--- src/rtl/i2c_reg_ctrl_if.sv ---
// Byte-event and register-file signals between the I2C bit layer, the
// transaction controller and the register file.
interface i2c_reg_ctrl_if;
    logic       start_i;
    logic       stop_i;
    logic       byte_valid_i;
    logic [7:0] byte_i;
    logic       tx_req_i;
    logic       nack_i;
    logic [7:0] reg_rdata_i;
    logic       ack_o;
    logic [7:0] tx_byte_o;
    logic       tx_valid_o;
    logic [7:0] reg_addr_o;
    logic [7:0] reg_wdata_o;
    logic       reg_we_o;
    logic       busy_o;

    modport slave (
        input  start_i, stop_i, byte_valid_i, byte_i, tx_req_i, nack_i, reg_rdata_i,
        output ack_o, tx_byte_o, tx_valid_o, reg_addr_o, reg_wdata_o, reg_we_o, busy_o
    );

    modport master (
        output start_i, stop_i, byte_valid_i, byte_i, tx_req_i, nack_i, reg_rdata_i,
        input  ack_o, tx_byte_o, tx_valid_o, reg_addr_o, reg_wdata_o, reg_we_o, busy_o
    );
endinterface

--- src/rtl/i2c_reg_ctrl.sv ---
// I2C byte-level transaction controller: address decode, register pointer,
// write strobes, read fetches and ACK decisions for the bit layer.
module i2c_reg_ctrl #(
    parameter logic       ADDR_HI  = 1'b1,
    parameter logic [7:0] LED_LAST = 8'd69,
    parameter logic [7:0] PRE_BASE = 8'd250
) (
    input  logic          clk_i,
    input  logic          rst_ni,
    input  logic [5:0]    address_i,
    input  logic          ai_i,
    i2c_reg_ctrl_if.slave bus
);

    typedef enum logic [2:0] {
        IDLE, ADDR, PTR, WRITE, READ, IGNORE
    } state_e;

    state_e     state_q, state_d;
    logic [7:0] ptr_q, ptr_d;
    logic [7:0] wdata_q, wdata_d;
    logic [7:0] tx_byte_q, tx_byte_d;
    logic       ack_q, ack_d;
    logic       we_q, we_d;
    logic       tx_valid_q, tx_valid_d;
    logic       adv_q, adv_d;

    function automatic logic implemented(input logic [7:0] a);
        return (a <= LED_LAST) || (a >= PRE_BASE);
    endfunction

    // The gap between the two banks is walked linearly; only the bank ends wrap.
    function automatic logic [7:0] next_ptr(input logic [7:0] a);
        if (a == LED_LAST) return 8'd0;
        if (a == 8'd255)   return PRE_BASE;
        return a + 8'd1;
    endfunction

    always_comb begin
        // NOTE: every variable gets a default first so no path can infer a latch.
        state_d    = state_q;
        ptr_d      = ptr_q;
        wdata_d    = wdata_q;
        tx_byte_d  = tx_byte_q;
        ack_d      = ack_q;
        we_d       = 1'b0;
        tx_valid_d = 1'b0;
        adv_d      = 1'b0;

        // A write's pointer advance lands one edge after its strobe.
        if (adv_q) ptr_d = next_ptr(ptr_q);

        if (bus.stop_i) begin
            state_d = IDLE;
            ack_d   = 1'b0;
        end else if (bus.start_i) begin
            state_d = ADDR;
            ack_d   = 1'b0;
        end else begin
            unique case (state_q)
                ADDR: if (bus.byte_valid_i) begin
                    if (bus.byte_i[7:1] == {ADDR_HI, address_i}) begin
                        ack_d   = 1'b1;
                        state_d = bus.byte_i[0] ? READ : PTR;
                    end else begin
                        ack_d   = 1'b0;
                        state_d = IGNORE;
                    end
                end
                PTR: if (bus.byte_valid_i) begin
                    ptr_d   = bus.byte_i;
                    ack_d   = 1'b1;
                    state_d = WRITE;
                end
                WRITE: if (bus.byte_valid_i) begin
                    ack_d   = 1'b1;
                    wdata_d = bus.byte_i;
                    we_d    = implemented(ptr_q);
                    adv_d   = ai_i;
                end
                READ: begin
                    if (bus.byte_valid_i) ack_d = 1'b0;
                    if (bus.nack_i) begin
                        state_d = IGNORE;
                    end else if (bus.tx_req_i) begin
                        tx_byte_d  = implemented(ptr_q) ? bus.reg_rdata_i : 8'h00;
                        tx_valid_d = 1'b1;
                        if (ai_i) ptr_d = next_ptr(ptr_q);
                    end
                end
                default: if (bus.byte_valid_i) ack_d = 1'b0;
            endcase
        end
    end

    // NOTE: state flops use non-blocking assignments so every flop samples pre-edge values.
    always_ff @(posedge clk_i) begin
        if (!rst_ni) begin
            state_q    <= IDLE;
            ptr_q      <= 8'd0;
            wdata_q    <= 8'd0;
            tx_byte_q  <= 8'd0;
            ack_q      <= 1'b0;
            we_q       <= 1'b0;
            tx_valid_q <= 1'b0;
            adv_q      <= 1'b0;
        end else begin
            state_q    <= state_d;
            ptr_q      <= ptr_d;
            wdata_q    <= wdata_d;
            tx_byte_q  <= tx_byte_d;
            ack_q      <= ack_d;
            we_q       <= we_d;
            tx_valid_q <= tx_valid_d;
            adv_q      <= adv_d;
        end
    end

    assign bus.ack_o       = ack_q;
    assign bus.tx_byte_o   = tx_byte_q;
    assign bus.tx_valid_o  = tx_valid_q;
    assign bus.reg_addr_o  = ptr_q;
    assign bus.reg_wdata_o = wdata_q;
    assign bus.reg_we_o    = we_q;
    assign bus.busy_o      = (state_q == PTR) || (state_q == WRITE) || (state_q == READ);

endmodule

--- src/flat_wrapper.sv ---
// flat-port wrapper written by rule: the top's interface ports become plain ports
module i2c_reg_ctrl_flat 
#(
    parameter logic       ADDR_HI  = 1'b1,
    parameter logic [7:0] LED_LAST = 8'd69,
    parameter logic [7:0] PRE_BASE = 8'd250
)
  (clk_i, rst_ni, address_i, ai_i, bus_start_i, bus_stop_i, bus_byte_valid_i, bus_byte_i, bus_tx_req_i, bus_nack_i, bus_reg_rdata_i, bus_ack_o, bus_tx_byte_o, bus_tx_valid_o, bus_reg_addr_o, bus_reg_wdata_o, bus_reg_we_o, bus_busy_o);
  i2c_reg_ctrl_if bus_i ();
  input  logic clk_i;
  input  logic rst_ni;
  input  logic [5:0] address_i;
  input  logic ai_i;
  input wire logic [$bits(bus_i.start_i)-1:0] bus_start_i;
  input wire logic [$bits(bus_i.stop_i)-1:0] bus_stop_i;
  input wire logic [$bits(bus_i.byte_valid_i)-1:0] bus_byte_valid_i;
  input wire logic [$bits(bus_i.byte_i)-1:0] bus_byte_i;
  input wire logic [$bits(bus_i.tx_req_i)-1:0] bus_tx_req_i;
  input wire logic [$bits(bus_i.nack_i)-1:0] bus_nack_i;
  input wire logic [$bits(bus_i.reg_rdata_i)-1:0] bus_reg_rdata_i;
  output wire logic [$bits(bus_i.ack_o)-1:0] bus_ack_o;
  output wire logic [$bits(bus_i.tx_byte_o)-1:0] bus_tx_byte_o;
  output wire logic [$bits(bus_i.tx_valid_o)-1:0] bus_tx_valid_o;
  output wire logic [$bits(bus_i.reg_addr_o)-1:0] bus_reg_addr_o;
  output wire logic [$bits(bus_i.reg_wdata_o)-1:0] bus_reg_wdata_o;
  output wire logic [$bits(bus_i.reg_we_o)-1:0] bus_reg_we_o;
  output wire logic [$bits(bus_i.busy_o)-1:0] bus_busy_o;
  assign bus_i.start_i = bus_start_i;
  assign bus_i.stop_i = bus_stop_i;
  assign bus_i.byte_valid_i = bus_byte_valid_i;
  assign bus_i.byte_i = bus_byte_i;
  assign bus_i.tx_req_i = bus_tx_req_i;
  assign bus_i.nack_i = bus_nack_i;
  assign bus_i.reg_rdata_i = bus_reg_rdata_i;
  assign bus_ack_o = bus_i.ack_o;
  assign bus_tx_byte_o = bus_i.tx_byte_o;
  assign bus_tx_valid_o = bus_i.tx_valid_o;
  assign bus_reg_addr_o = bus_i.reg_addr_o;
  assign bus_reg_wdata_o = bus_i.reg_wdata_o;
  assign bus_reg_we_o = bus_i.reg_we_o;
  assign bus_busy_o = bus_i.busy_o;
  i2c_reg_ctrl #(.ADDR_HI(ADDR_HI), .LED_LAST(LED_LAST), .PRE_BASE(PRE_BASE)) u_core (.clk_i(clk_i), .rst_ni(rst_ni), .address_i(address_i), .ai_i(ai_i), .bus(bus_i));
endmodule
--- config.mk ---
export PLATFORM = sky130hd
export DESIGN_NAME = i2c_reg_ctrl_flat
export DESIGN_NICKNAME = d
export VERILOG_FILES = /design/src/rtl/i2c_reg_ctrl_if.sv /design/src/rtl/i2c_reg_ctrl.sv /design/src/flat_wrapper.sv
export SDC_FILE = /design/constraint.sdc
export NUM_CORES = 1
export LEC_CHECK = 0
export ABC_AREA = 0
export CAP_MARGIN = 10
export CORE_MARGIN = 1.5
export CORE_UTILIZATION = 50
export CTS_CLUSTER_SIZE = 14
export DETAILED_ROUTE_END_ITERATION = 7
export GPL_TIMING_DRIVEN = 0
export PLACE_DENSITY_LB_ADDON = 0.12
export SYNTH_ARGS = -nofsm -noshare
export SYNTH_HDL_FRONTEND = slang
export SYNTH_SLANG_ARGS = --single-unit
export TNS_END_PERCENT = 10
--- constraint.sdc ---
create_clock -name clk_i -period 4.2 [get_ports clk_i]
set_input_delay 0.84 -clock clk_i [delete_from_list [all_inputs] [get_ports clk_i]]
set_output_delay 0.84 -clock clk_i [all_outputs]
set_load 0.03 [all_outputs]
Register map, names as in the netlist:
Other sequential cells in the stronger grey, the rest of the logic in the fainter grey.
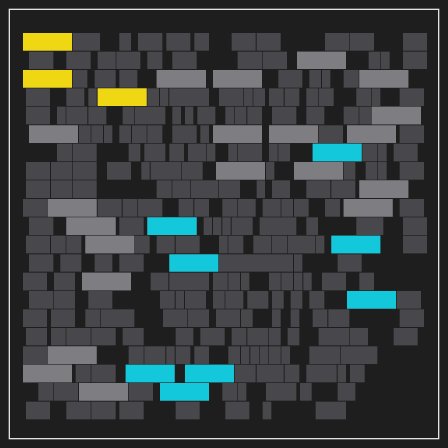
| signal | colour | flops |
|---|---|---|
| u_core.bus.reg_addr_o | cyan | 8 |
| u_core.state_q | yellow | 3 |
not coloured: 20

I/O nets highlighted:
Scale bar: 20 um.
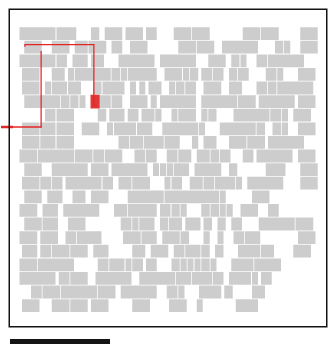
| port | colour | bits | direction | end cells | buffers | wire |
|---|---|---|---|---|---|---|
| bus_busy_o | red | 1 | output | 1 | 1 | 47.7 um |

The metal 2 layer:
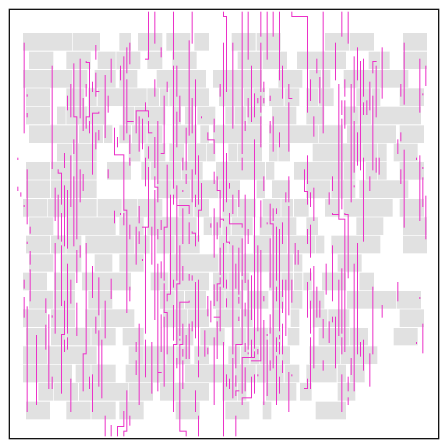
nets with wire on the layer: 254
main direction: vertical
longest straight run: 30.8 um

Signal wires on met1:
Supply wires on this layer in grey.
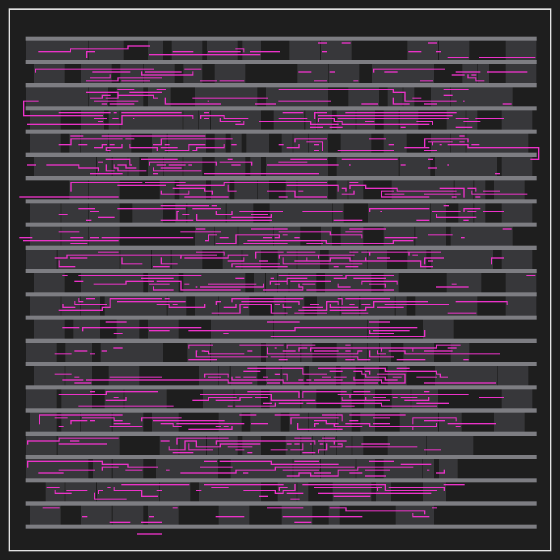
wire length on this layer: 2140 um
longest straight run: 17.9 um
nets with wire on the layer: 251

==> cells in the final DEF, fill, tap and decap left out, drive strengths merged, types with 3 or more instances in the layout <==
master,Yosys,final
clkdlybuf4s50,0,57
dfxtp,31,31
nand2,17,17
nor2,14,14
nand4,13,13
o21ai,12,12
a21oi,11,11
nor2b,10,10
clkbuf,4,10
mux2i,9,9
inv,7,7
and3,6,6
nand2b,5,5
buf,5,5
nor3,5,5
xor2,4,4
ha,4,4
nand3,4,4
xnor2,3,3
a2bb2oi,3,3
o22ai,3,3
==> synth_stat cells (all sizes together) (5+ instances only) <==
cell type	number
nor3	5
dfxtp	31
nand2	17
nor2	14
a21oi	11
mux2i	9
buf	5
nor2b	10
o21ai	12
inv	7
and3	6
nand4	13
nand2b	5
==> results.sh <==
# source this file to load flow results
export IMPL_status="finished, final reports clean"
export IMPL_n_all_inverters=7
export IMPL_bufAreaShareNonClock_pct=24.8
export IMPL_drive_above_1_share_pct=11.0
export IMPL_post_cts_buffers=0
export IMPL_hp_class="reg2reg"
export IMPL_io_pins=58
export IMPL_pwr_share_seq_pct=49.3
export IMPL_ys_chip_area_mm2=0.00181
export IMPL_reg2reg_to="u_core.bus.reg_addr_o[6]$_SDFF_PN0_"
export IMPL_rsz0062_at_grt="no"
export IMPL_clock_area_share_pct=3.42
export IMPL_via_per_inst=5.60
export IMPL_fp_util_pct=53.0
export IMPL_critical_path_buf_inv_count=1
export IMPL_synth_seq_share_pct=34.3
export IMPL_post_route_period_util_pct=63.9
export IMPL_numPortBuffers=57
export IMPL_seq_area_share_pct=24.6
export IMPL_tool_warnings=29
export IMPL_synthesis_area_mm2=0.00181
export IMPL_wl_met1_mm=2.14
export IMPL_dieWidth_um=63.2
export IMPL_yosys_register_bits=31
export IMPL_grt_util_met3_pct=7.32
export IMPL_synth_simple_area_share_pct=29.4
export IMPL_synthCells=207
export IMPL_ys_top_cells_by_area="dfxtp_1 (34%), mux2i_1 (5.0%), nand4_1 (4.1%)"
export IMPL_p_switching_w=0.000130
export IMPL_hold_ws_ns=0.462
export IMPL_synth_async_reset_ratio_pct=0
export IMPL_cp_depth=3
export IMPL_yosysCellCount=207
export IMPL_place_inst=310
export IMPL_edf_count=0
export IMPL_drt_iter0_markers=88
export IMPL_crit_type="reg2out"
export IMPL_comb_share_pct=43.9
export IMPL_cp_max_fo=8
export IMPL_track_usage_pct=24.0
export IMPL_synth_adder_area_share_pct=2.76
export IMPL_route_detailed_drc=0
export IMPL_grt_overflow_total=0
export IMPL_critical_path_arrival_ns=1.84
export IMPL_n_clock_buffer=6
export IMPL_min_period_ns=2.68
export IMPL_cap_violations=0
export IMPL_antenna_found_initial=0
export IMPL_synthMuxAreaShare_pct=4.97
